[src/rtl/plic_claim_agent_if.sv]
// PLIC MMIO port plus consumer handshake for plic_claim_agent.
// master: the claim agent. slave: the arbiter/PLIC side and the consumer.
interface plic_claim_agent_if #(
    parameter int W_INT_ID = 6
);
    logic                o_req;
    logic                i_gnt;
    logic [29:0]         w_offset;
    logic                w_we;
    logic [31:0]         w_wdata;
    logic                w_re;
    logic [31:0]         w_rdata;
    logic                o_irq_valid;
    logic [W_INT_ID-1:0] o_irq_id;
    logic                i_irq_ready;
    logic                i_irq_done;

    modport master (
        output o_req, w_offset, w_we, w_wdata, w_re, o_irq_valid, o_irq_id,
        input  i_gnt, w_rdata, i_irq_ready, i_irq_done
    );

    modport slave (
        input  o_req, w_offset, w_we, w_wdata, w_re, o_irq_valid, o_irq_id,
        output i_gnt, w_rdata, i_irq_ready, i_irq_done
    );
endinterface

[src/rtl/plic_claim_agent.sv]
// Hart-side claim agent for one PLIC context: programs the threshold after
// reset, claims pending interrupts over the shared MMIO port, hands the ID
// to a hardware consumer and writes the completion once it reports done.
// Optional claim/spurious counters are built when PLIC_AGENT_STATS_EN is defined.
module plic_claim_agent #(
    parameter int CTX       = 0,
    parameter int W_INT_ID  = 6,
    parameter int THRS_INIT = 0,
    parameter int HOLDOFF   = 2
) (
    input  logic                      CLK,
    input  logic                      RST_X,
    input  logic                      w_eip,
    plic_claim_agent_if.master        bus,
    output logic                      o_busy,
    output logic [31:0]               o_claim_cnt,
    output logic [31:0]               o_spur_cnt
);

    localparam logic [29:0] THRS_OFF  = 30'(32'h0020_0000 + 32'h0000_1000 * CTX);
    localparam logic [29:0] CLAIM_OFF = 30'(32'h0020_0004 + 32'h0000_1000 * CTX);
    localparam int          HW        = (HOLDOFF > 0) ? $clog2(HOLDOFF + 1) : 1;
    localparam logic [HW-1:0] HOLD_LOAD = HW'(HOLDOFF);

    typedef enum logic [2:0] {
        S_INIT,
        S_IDLE,
        S_CLAIM,
        S_RDWAIT,
        S_DISPATCH,
        S_SERVICE,
        S_COMPLETE
    } state_t;

    state_t              state;
    logic [W_INT_ID-1:0] id_q;
    logic [HW-1:0]       hold_q;
    logic                req_q;
    logic                valid_q;
    logic                busy_q;
    logic                issue;
    logic [W_INT_ID-1:0] rd_id;
    logic                rdata_unused;

    assign issue        = req_q && bus.i_gnt;
    assign rd_id        = bus.w_rdata[W_INT_ID-1:0];
    assign rdata_unused = ^bus.w_rdata[31:W_INT_ID];

    // Sequencer: threshold init, claim, dispatch, service wait, complete, holdoff.
    always_ff @(posedge CLK) begin
        if (!RST_X) begin
            state   <= S_INIT;
            id_q    <= '0;
            hold_q  <= '0;
            req_q   <= 1'b0;
            valid_q <= 1'b0;
            busy_q  <= 1'b0;
        end else begin
            case (state)
                S_INIT: begin
                    if (issue) begin
                        state  <= S_IDLE;
                        req_q  <= 1'b0;
                        busy_q <= 1'b0;
                    end else begin
                        req_q  <= 1'b1;
                        busy_q <= 1'b1;
                    end
                end
                S_IDLE: begin
                    if (hold_q != '0) begin
                        hold_q <= hold_q - HW'(1);
                    end else if (w_eip) begin
                        state  <= S_CLAIM;
                        req_q  <= 1'b1;
                        busy_q <= 1'b1;
                    end
                end
                S_CLAIM: begin
                    if (issue) begin
                        state <= S_RDWAIT;
                        req_q <= 1'b0;
                    end
                end
                S_RDWAIT: begin
                    id_q <= rd_id;
                    if (rd_id == '0) begin
                        state  <= S_IDLE;
                        hold_q <= HOLD_LOAD;
                        busy_q <= 1'b0;
                    end else begin
                        state   <= S_DISPATCH;
                        valid_q <= 1'b1;
                    end
                end
                S_DISPATCH: begin
                    if (bus.i_irq_ready) begin
                        valid_q <= 1'b0;
                        if (bus.i_irq_done) begin
                            state <= S_COMPLETE;
                            req_q <= 1'b1;
                        end else begin
                            state <= S_SERVICE;
                        end
                    end
                end
                S_SERVICE: begin
                    if (bus.i_irq_done) begin
                        state <= S_COMPLETE;
                        req_q <= 1'b1;
                    end
                end
                S_COMPLETE: begin
                    if (issue) begin
                        state  <= S_IDLE;
                        req_q  <= 1'b0;
                        busy_q <= 1'b0;
                        hold_q <= HOLD_LOAD;
                    end
                end
                default: begin
                    state   <= S_INIT;
                    req_q   <= 1'b0;
                    valid_q <= 1'b0;
                    busy_q  <= 1'b0;
                end
            endcase
        end
    end

    // Bus strobes, offset and data exist only in the granted issue cycle.
    always_comb begin
        bus.w_we     = 1'b0;
        bus.w_re     = 1'b0;
        bus.w_offset = '0;
        bus.w_wdata  = '0;
        if (issue) begin
            case (state)
                S_INIT: begin
                    bus.w_we     = 1'b1;
                    bus.w_offset = THRS_OFF;
                    bus.w_wdata  = 32'(THRS_INIT);
                end
                S_CLAIM: begin
                    bus.w_re     = 1'b1;
                    bus.w_offset = CLAIM_OFF;
                end
                S_COMPLETE: begin
                    bus.w_we     = 1'b1;
                    bus.w_offset = CLAIM_OFF;
                    bus.w_wdata  = 32'(id_q);
                end
                default: begin
                    bus.w_we = 1'b0;
                end
            endcase
        end
    end

    assign bus.o_req       = req_q;
    assign bus.o_irq_valid = valid_q;
    assign bus.o_irq_id    = id_q;
    assign o_busy          = busy_q;

`ifdef PLIC_AGENT_STATS_EN
    logic [31:0] claim_cnt_q;
    logic [31:0] spur_cnt_q;

    // Saturating tallies of real and spurious claims, counted as the read returns.
    always_ff @(posedge CLK) begin
        if (!RST_X) begin
            claim_cnt_q <= '0;
            spur_cnt_q  <= '0;
        end else if (state == S_RDWAIT) begin
            if (rd_id == '0) begin
                if (spur_cnt_q != 32'hFFFF_FFFF) spur_cnt_q <= spur_cnt_q + 32'd1;
            end else begin
                if (claim_cnt_q != 32'hFFFF_FFFF) claim_cnt_q <= claim_cnt_q + 32'd1;
            end
        end
    end

    assign o_claim_cnt = claim_cnt_q;
    assign o_spur_cnt  = spur_cnt_q;
`else
    assign o_claim_cnt = '0;
    assign o_spur_cnt  = '0;
`endif

endmodule
[src/flat_wrapper.sv]
// flat-port wrapper written by rule: the top's interface ports become plain ports
module plic_claim_agent_flat 
#(
    parameter int CTX       = 0,
    parameter int W_INT_ID  = 6,
    parameter int THRS_INIT = 0,
    parameter int HOLDOFF   = 2
)
  (CLK, RST_X, w_eip, o_busy, o_claim_cnt, o_spur_cnt, bus_o_req, bus_w_offset, bus_w_we, bus_w_wdata, bus_w_re, bus_o_irq_valid, bus_o_irq_id, bus_i_gnt, bus_w_rdata, bus_i_irq_ready, bus_i_irq_done);
  plic_claim_agent_if #(.W_INT_ID(W_INT_ID)) bus_i ();
  input  logic CLK;
  input  logic RST_X;
  input  logic w_eip;
  output logic o_busy;
  output logic [31:0] o_claim_cnt;
  output logic [31:0] o_spur_cnt;
  output wire logic [$bits(bus_i.o_req)-1:0] bus_o_req;
  output wire logic [$bits(bus_i.w_offset)-1:0] bus_w_offset;
  output wire logic [$bits(bus_i.w_we)-1:0] bus_w_we;
  output wire logic [$bits(bus_i.w_wdata)-1:0] bus_w_wdata;
  output wire logic [$bits(bus_i.w_re)-1:0] bus_w_re;
  output wire logic [$bits(bus_i.o_irq_valid)-1:0] bus_o_irq_valid;
  output wire logic [$bits(bus_i.o_irq_id)-1:0] bus_o_irq_id;
  input wire logic [$bits(bus_i.i_gnt)-1:0] bus_i_gnt;
  input wire logic [$bits(bus_i.w_rdata)-1:0] bus_w_rdata;
  input wire logic [$bits(bus_i.i_irq_ready)-1:0] bus_i_irq_ready;
  input wire logic [$bits(bus_i.i_irq_done)-1:0] bus_i_irq_done;
  assign bus_o_req = bus_i.o_req;
  assign bus_w_offset = bus_i.w_offset;
  assign bus_w_we = bus_i.w_we;
  assign bus_w_wdata = bus_i.w_wdata;
  assign bus_w_re = bus_i.w_re;
  assign bus_o_irq_valid = bus_i.o_irq_valid;
  assign bus_o_irq_id = bus_i.o_irq_id;
  assign bus_i.i_gnt = bus_i_gnt;
  assign bus_i.w_rdata = bus_w_rdata;
  assign bus_i.i_irq_ready = bus_i_irq_ready;
  assign bus_i.i_irq_done = bus_i_irq_done;
  plic_claim_agent #(.CTX(CTX), .W_INT_ID(W_INT_ID), .THRS_INIT(THRS_INIT), .HOLDOFF(HOLDOFF)) u_core (.CLK(CLK), .RST_X(RST_X), .w_eip(w_eip), .bus(bus_i), .o_busy(o_busy), .o_claim_cnt(o_claim_cnt), .o_spur_cnt(o_spur_cnt));
endmodule
[config.mk]
export PLATFORM = sky130hd
export DESIGN_NAME = plic_claim_agent_flat
export DESIGN_NICKNAME = d
export VERILOG_FILES = /design/src/rtl/plic_claim_agent_if.sv /design/src/rtl/plic_claim_agent.sv /design/src/flat_wrapper.sv
export SDC_FILE = /design/constraint.sdc
export NUM_CORES = 1
export LEC_CHECK = 0
export ABC_AREA = 1
export CAP_MARGIN = 20
export CORE_ASPECT_RATIO = 0.9
export CORE_UTILIZATION = 32
export CTS_CLUSTER_SIZE = 20
export DETAILED_ROUTE_END_ITERATION = 7
export HOLD_SLACK_MARGIN = 0.12
export PLACE_DENSITY = 0.87
export SYNTH_ARGS = -nofsm -noshare
export SYNTH_HDL_FRONTEND = slang
export SYNTH_SLANG_ARGS = --single-unit
[constraint.sdc]
create_clock -name CLK -period 2.6 [get_ports CLK]
set_input_delay 0.52 -clock CLK [delete_from_list [all_inputs] [get_ports CLK]]
set_output_delay 0.52 -clock CLK [all_outputs]
set_load 0.01 [all_outputs]
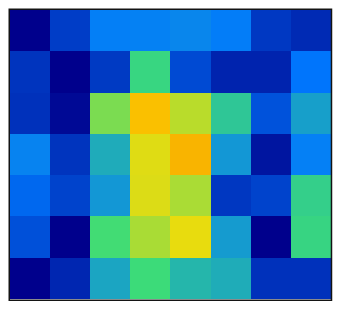
util_map.png
Scale: 4 px per µm. 8 x 7 tiles, from dark blue (low) to red (high), 0 to 100% covered.
3.6% of the tiles are over 75% full. The fullest tile reaches 80%. The densest ninth of the die: centre. 11% of the tiles are nearly empty.
Init Core Util: 0.333
core box area: 5290 µm²
fin util: 0.334

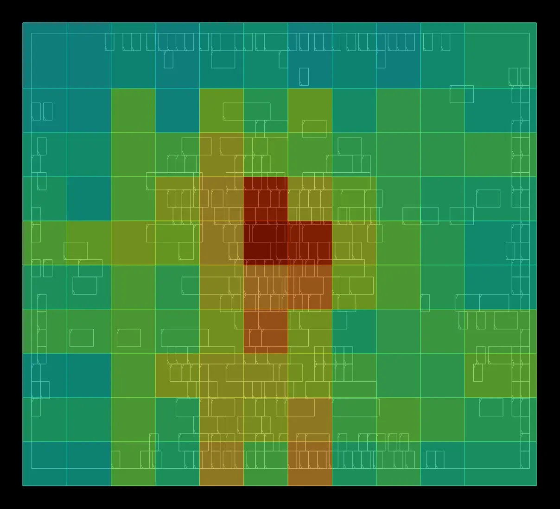
congestion_map.png
GRT met1 Usage: 0.117
total track usage: 0.0992
Most Used Layer, Global Route: met2
met3 Use GR: 0.0239

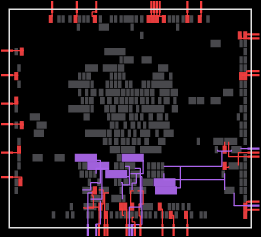
port_trees.png
Scale: 3 px per µm.
Key: red = `bus_w_wdata` [bits 32, direction output, end cells 32, wire 173 µm]; purple = `bus_o_irq_id` [bits 6, direction output, end cells 6, wire 214 µm]
I/O Pins: 175
IO Port Bufs: 30

==> reports/metrics.yaml <==
setup_ws_ps: 94.3
yosysTopAreaCell: "buf_4"
mux_share: 0
status: "complete, no violations"
via_per_inst: 3.74
crit_required_ps: 2080
netlist_logic_family_top: "buffers and inverters"
pre_cts_ws_ps: 16.9
grt_first_pass_wirelength_mm: 4.46
hold_class: "flip-flop to flip-flop"
clk_pin_slew_ps: 60
synthXorXnorAreaFrac: 0
flop_cell: "dfxtp_1"
synth_chip_area_um2: 1760
dpl.cell_count: 356
cts.sinks: 14
leakage_uw: 0.000970
cp_max_fo: 6
nNetsFinal: 333
antenna_cells: 0
place_congestion: 0.887
grt_pass1_vias: 995
htreeDepth: 1
yosys.stat.seqShare: 0.159
ant_nets: 0
clockBufferDepth: 2
synth_flops: 14
post-route-min-period_ps: 2510
chipArea_um2: 5800
fin_crit_sh: 0.964
fp.dieH_um: 72.4
finalNonFillerCells: 360
ir_drop_uv: 154
grt_max_degree: 13
synth.distinct_cells: 22
async_flop_share: 0
yosys-top-cells-count: "120 x buf_4, 34 x nor2_1, 28 x nand2_1"
syn_to_final_growth_pct: 0.284
power_uw: 763
fin_skew_ps: 2.70
ys_cells: 261
hold_violations: 0
topCellsByArea: "buf_4 51%, dfxtp_1 16%, nor2_1 7.2%"
place_hpwl_mm: 2.56
top_cell_area_share: 0.512
cts-resized-gates: 0
globalRouteOverflowTotal: 0
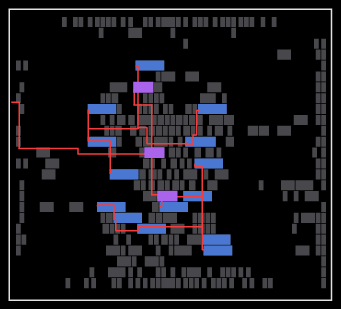
clock_wires.png
Scale: 4 px per µm.
Key: purple = clock-net drivers [count 3]; red = clock wires [length 241 µm]; blue = flip-flops [count 14]
There are 4 routed clock nets.
Skew-Pair Late Insertion Delay: 250 ps
clock network power share: 0.290
reported clock group power: 221 µW

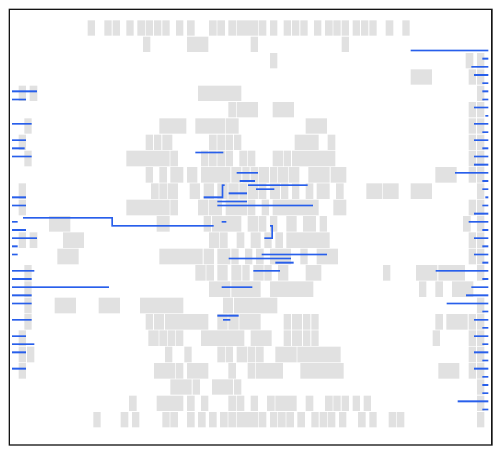
m3.png
Scale: 6 px per µm. Cells faint in the background.
83 nets have wire on it. The longest straight run is 16.8 µm. The wires run mostly horizontal. The layer holds 9.1% of the routed length.
vias: 1345
Post-Route WL: 3.12 mm

registers in the layout (all words and copies together), names as in the netlist:
register                count
u_core.bus.o_irq_valid      1
u_core.state                3
u_core.hold_q               2
u_core.bus.o_irq_id         6
u_core.o_busy               1
u_core.bus.o_req            1
layout by cell type, fill, tap and decap left out:
cell type and count:
nand2_4 1, inv_1 10, nand4_1 2, clkbuf_8 4, and2_1 1, dfxtp_1 13
inv_2 4, nand3_2 3, o21a_1 1, buf_4 3, dfxtp_2 1, nand2_1 28
nand2_2 1, nand3_1 13, dlymetal6s2s_1 3, nor2_1 34, conb_1 118, nor2_2 4
a21oi_1 5, clkdlybuf4s50_1 27, nor3_1 2, ha_1 1, o21ai_1 2, nor3_2 1
o21ai_0 11
metal layers:
metal,vias up,global-route usage,part of all wire
li1,640,-,-
met1,596,0.117,0.39
met2,104,0.173,0.51
met3,5,0.0239,0.091
met4,0,0.0397,0.011
met5,-,0,0
final timing paths:
path	from	end	slack, ps	cells past startpoint
max	bus_i_gnt	bus_w_wdata[5]	90	6
min	u_core.o_busy$_SDFFE_PN0P_	u_core.o_busy$_SDFFE_PN0P_	500	2
max reg2reg	u_core.state[0]$_SDFFE_PN0P_	u_core.hold_q[0]$_SDFFE_PN0P_	920	6
min reg2reg	u_core.o_busy$_SDFFE_PN0P_	u_core.o_busy$_SDFFE_PN0P_	500	2
power breakdown:
part	total, µW	leakage (µW)	internal, µW	switching, µW
combinational	281	0.000827	95.6	186
sequential	261	0.000114	235	26.1
clock	221	0.0000288	134	86.7
total	763	0.000970	465	299
stage by stage:
step	area, µm²	setup TNS [ps]	utilization	hold WS, ps
CTS	1750	0	0.331	497
global placement	1700	0	0.321	472
floorplan	2200	0	-	498
global route	1770	-3.15	0.334	534
detailed placement	1700	0	0.321	489
finish	1770	0	0.334	496
cell families (layout without fill, tap and decap cells):
family | after synthesis | after routing
other | 1 | 118
adders and majority gates | 1 | 1
buffers and inverters | 136 | 51
and+or+nand+nor | 90 | 90
AOI/OAI and AO/OA | 19 | 19
DFF | 14 | 14
final cells by class:
| type | instances | area, µm² |
|---|---|---|
| repair buffers | 33 | 330 |
| inverters | 14 | 52.6 |
| well taps | 67 | 83.8 |
| flip-flops and latches | 14 | 282 |
| clock buffers | 4 | 55.1 |
| fillers | 565 | 3520 |
| multi-input cells | 228 | 962 |
worst max-delay path, cell delays in order:
cell and delay, ps:
clkdlybuf4s50_1 470, nand2_1 110, nor2_2 150, inv_2 90, nor2_1 100, clkdlybuf4s50_1 540
Power is estimated from default activity; no workload was simulated.
